==> images/ff_map.png <==
Drawn at 6 px/um. Other cells in grey.
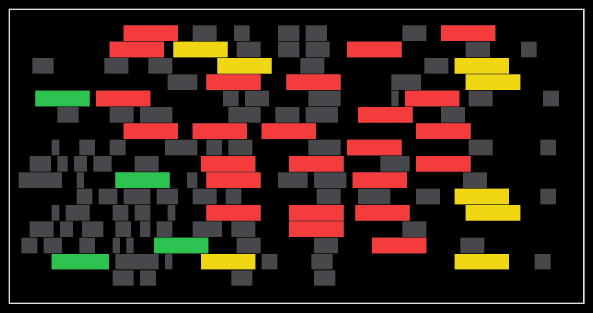
==> images/congestion_map.png <==
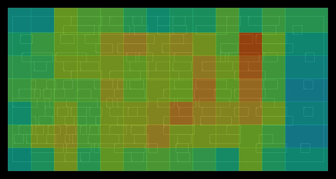
==> images/m1.png <==
Drawn at 8 px/um. Supply wires on this layer in grey. Cells faint in the background.
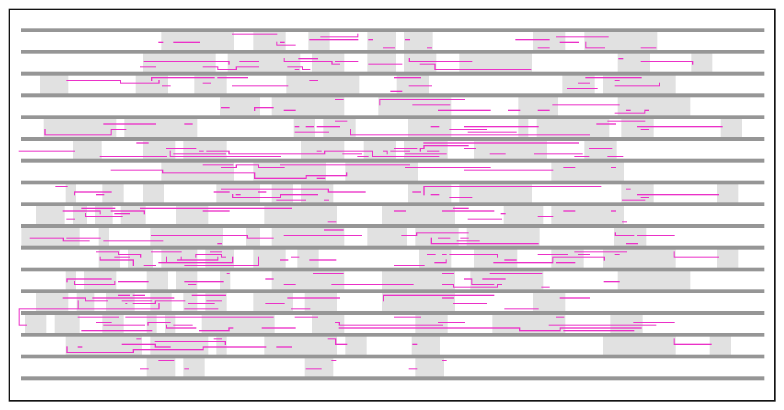
==> src/rtl/dff_pipe.sv <==
// Elastic WIDTH-bit register pipeline of DEPTH stages with valid/ready on both sides.
// Define DFF_PIPE_COUNT_EN to add the registered occupancy output count_o.
module dff_pipe #(
  parameter int               WIDTH   = 8,
  parameter int               DEPTH   = 4,
  parameter logic [WIDTH-1:0] RST_VAL = '0
) (
  input  logic             clk,
  input  logic             reset,
  input  logic [WIDTH-1:0] d_i,
  input  logic             valid_i,
  output logic             ready_o,
  output logic [WIDTH-1:0] q_o,
  output logic             valid_o,
  input  logic             ready_i,
  input  logic             flush_i
`ifdef DFF_PIPE_COUNT_EN
  ,
  output logic [$clog2(DEPTH+1)-1:0] count_o
`endif
);

  logic [WIDTH-1:0] data_q [DEPTH];
  logic [DEPTH-1:0] vld_q;
  logic [DEPTH-1:0] adv;
  logic [DEPTH-1:0] load;
  logic             accept;

  // A stage advances when its successor is empty or itself advancing; empty stages
  // always load, which is what closes bubbles while the output is stalled.
  always_comb begin
    adv            = '0;
    adv[DEPTH-1]   = vld_q[DEPTH-1] & ready_i;
    for (int k = DEPTH - 2; k >= 0; k--) begin
      adv[k] = vld_q[k] & (~vld_q[k+1] | adv[k+1]);
    end
    load = ~vld_q | adv;
  end

  assign ready_o = load[0];
  assign valid_o = vld_q[DEPTH-1];
  assign q_o     = data_q[DEPTH-1];
  assign accept  = valid_i & ready_o;

  // Stage valid bits: flush wins over any simultaneous accept or advance.
  always_ff @(posedge clk or negedge reset) begin
    if (!reset) begin
      vld_q <= '0;
    end else if (flush_i) begin
      vld_q <= '0;
    end else begin
      if (load[0]) vld_q[0] <= valid_i;
      for (int k = 1; k < DEPTH; k++) begin
        if (load[k]) vld_q[k] <= adv[k-1];
      end
    end
  end

  // Stage data moves only on a real transfer, so q_o holds while stalled or empty.
  always_ff @(posedge clk or negedge reset) begin
    if (!reset) begin
      for (int k = 0; k < DEPTH; k++) data_q[k] <= RST_VAL;
    end else if (!flush_i) begin
      if (accept) data_q[0] <= d_i;
      for (int k = 1; k < DEPTH; k++) begin
        if (adv[k-1]) data_q[k] <= data_q[k-1];
      end
    end
  end

`ifdef DFF_PIPE_COUNT_EN
  localparam int CNT_W = $clog2(DEPTH + 1);

  logic [CNT_W-1:0] count_q;
  logic             out_xfer;

  assign out_xfer = valid_o & ready_i;
  assign count_o  = count_q;

  always_ff @(posedge clk or negedge reset) begin
    if (!reset) begin
      count_q <= '0;
    end else if (flush_i) begin
      count_q <= '0;
    end else if (accept && !out_xfer) begin
      count_q <= count_q + CNT_W'(1);
    end else if (!accept && out_xfer) begin
      count_q <= count_q - CNT_W'(1);
    end
  end
`endif

endmodule

==> config.mk <==
export PLATFORM = sky130hd
export DESIGN_NAME = dff_pipe
export DESIGN_NICKNAME = d
export VERILOG_FILES = /design/src/rtl/dff_pipe.sv
export SDC_FILE = /design/constraint.sdc
export NUM_CORES = 1
export LEC_CHECK = 0
export CELL_PAD_IN_SITES_DETAIL_PLACEMENT = 1
export CELL_PAD_IN_SITES_GLOBAL_PLACEMENT = 1
export CORE_ASPECT_RATIO = 0.5
export CORE_UTILIZATION = 34
export CTS_CLUSTER_DIAMETER = 120
export DETAILED_ROUTE_END_ITERATION = 8
export PLACE_DENSITY_LB_ADDON = 0.25
export SETUP_SLACK_MARGIN = 0.15
export SYNTH_ARGS = -nofsm -noshare
export SYNTH_HDL_FRONTEND = slang
export SYNTH_SLANG_ARGS = --single-unit
==> constraint.sdc <==
create_clock -name clk -period 1.9 [get_ports clk]
set_input_delay 0.57 -clock clk [delete_from_list [all_inputs] [get_ports clk]]
set_output_delay 0.57 -clock clk [all_outputs]
set_load 0.05 [all_outputs]
==> reports/metrics.csv <==
metric,value,unit
final core occ,46.5,%
CTS H-tree depth,2,
Power Dens Cells,1180,nW/um^2
met2 Usage GRT,17.9,%
max incr delay on CP,0.27,ns
via count,811,
P_clk,0.493,mW
Non-Filler Instances,182,
Setup crit end kind,output pin,
max-slew violation count,0,
CP bufs+invs,3,
synthesized cell area,1490,um^2
largest net degree at the start of global routing,37,
setup ws final,0.0723,ns
Mux area share,26.3,%
Worst slew margin,82.1,%
Max Cap Viol,0,
DR WL met2,1.08,mm
post-CTS setup buffer count,2,
Commonest cells post-synth,"dfrtp_1 (36), mux2_2 (24), buf_4 (8), mux2_4 (8), nor2_1 (6)",
Final Hold Violating Endpoints,0,
most frequent cells in the layout,"dfrtp_1 (35), mux2_2 (24), buf_4 (20), clkdlybuf4s50_1 (10), mux2_4 (8)",
YS warnings,0,
vias in the first global route,873,
area reported by Yosys stat,1490,um^2
Comb group,0.643,mW
Unique cell types,17,
Resized Gates After CTS,9,
# rows,16,
dpl hpwl,1.77,mm
Post-DRT Antenna Nets,0,
yosys adder share,0,%
Critical Path RT,1.33,ns
hold_buf cts,0,
Biggest register,data_q,
most numerous logic cell after layout,dfrtp_1,
ys cells,97,
DR top layer,met4,
Core Area,4040,um^2
routability congestion estimate,0.715,
Detailed Route WL,2.49,mm
grt ovf,0,
sequential share of cell area,48.0,%
aoi share,1.94,%
RSZ-0062 raised after global routing,yes,
buffer share of cell area,17.7,%
setup TNS,0,ns
worst-margin pin slew,0.268,ns
Mean Syn Cell Area,15.3,um^2
logic area,497,um^2
Comb area share,26.4,%
clock buffer count,6,
post-place instance area,1760,um^2
WL met1,1.24,mm
startpoint types,input pin,
clk slew on worst S/H paths,0.06,ns
share of layout cells above drive strength 1,53.1,%
grt peak-use layer,met2,
CTS root buffer,clkbuf_8,
drt drc,0,
Post-synth ARST share,100,%
Reg area,902,um^2
DR pass1 iterations,4,
Chip Footprint,4660,um^2
tool warnings,29,
Top delay family on crit path,buffers and inverters,
io pins,23,
syn_nets,110,
Tap Cells,54,
WHS,0.503,ns
CTS tree,done,
post-synthesis cell count,97,
first-pass GRT wire length,4.37,mm
Switching Share,31.2,%
WL met3,137,um
power share of the combinational group,28.9,%
DP Worst Slack,-0.341,ns
bufs w/o clock,36,
Port Buf Inserts,22,
Synth area leader,dfrtp_1,
outcome,"complete, no violations",
Flops after synth,36,
clock sinks,36,
Sw Pwr,0.693,mW
dominant cell by count in the synthesized netlist,dfrtp_1,
Die H,48.8,um
Final Cycle Share,96.2,%
"Top FF cell, synth",dfrtp_1,
Setup CP Type,input pin to output pin,
Power Sequential,1.09,mW
Seq pwr share,48.9,%
fillers,413,
clk tree area frac,4.13,%
Tot GR Track Use,13.3,%
Top class by area,registers,
About ff_map.png:
legend:
  red:
    signal: data_q
    flops: 24
  yellow:
    signal: q_o
    flops: 8
  green:
    signal: vld_q
    flops: 4

About congestion_map.png:
met1 Resource Use GR: 17.7%
wire length per cell: 13.7 um

About m1.png:
longest straight run: 29.9 um
wire length on this layer: 1240 um
share of all routed wire: 50%
main direction: horizontal
nets with wire on the layer: 124

[path summary, 6_finish.rpt]
check / from / to / slack [ns] / cells after the start
worst max-delay path: ready_i / ready_o / 0.07 / 5
max in group asynchronous: reset / vld_q[3]$_DFFE_PN0P_ / 1.06 / 2
worst min register to register: data_q[25]$_DFFE_PN0P_ / data_q[17]$_DFFE_PN0P_ / 0.50 / 1
min in group asynchronous: reset / vld_q[3]$_DFFE_PN0P_ / 0.66 / 2
worst min-delay path: data_q[25]$_DFFE_PN0P_ / data_q[17]$_DFFE_PN0P_ / 0.50 / 1
worst max register to register: vld_q[2]$_DFFE_PN0P_ / data_q[16]$_DFFE_PN0P_ / 0.20 / 5
Power is estimated from default activity; no workload was simulated.
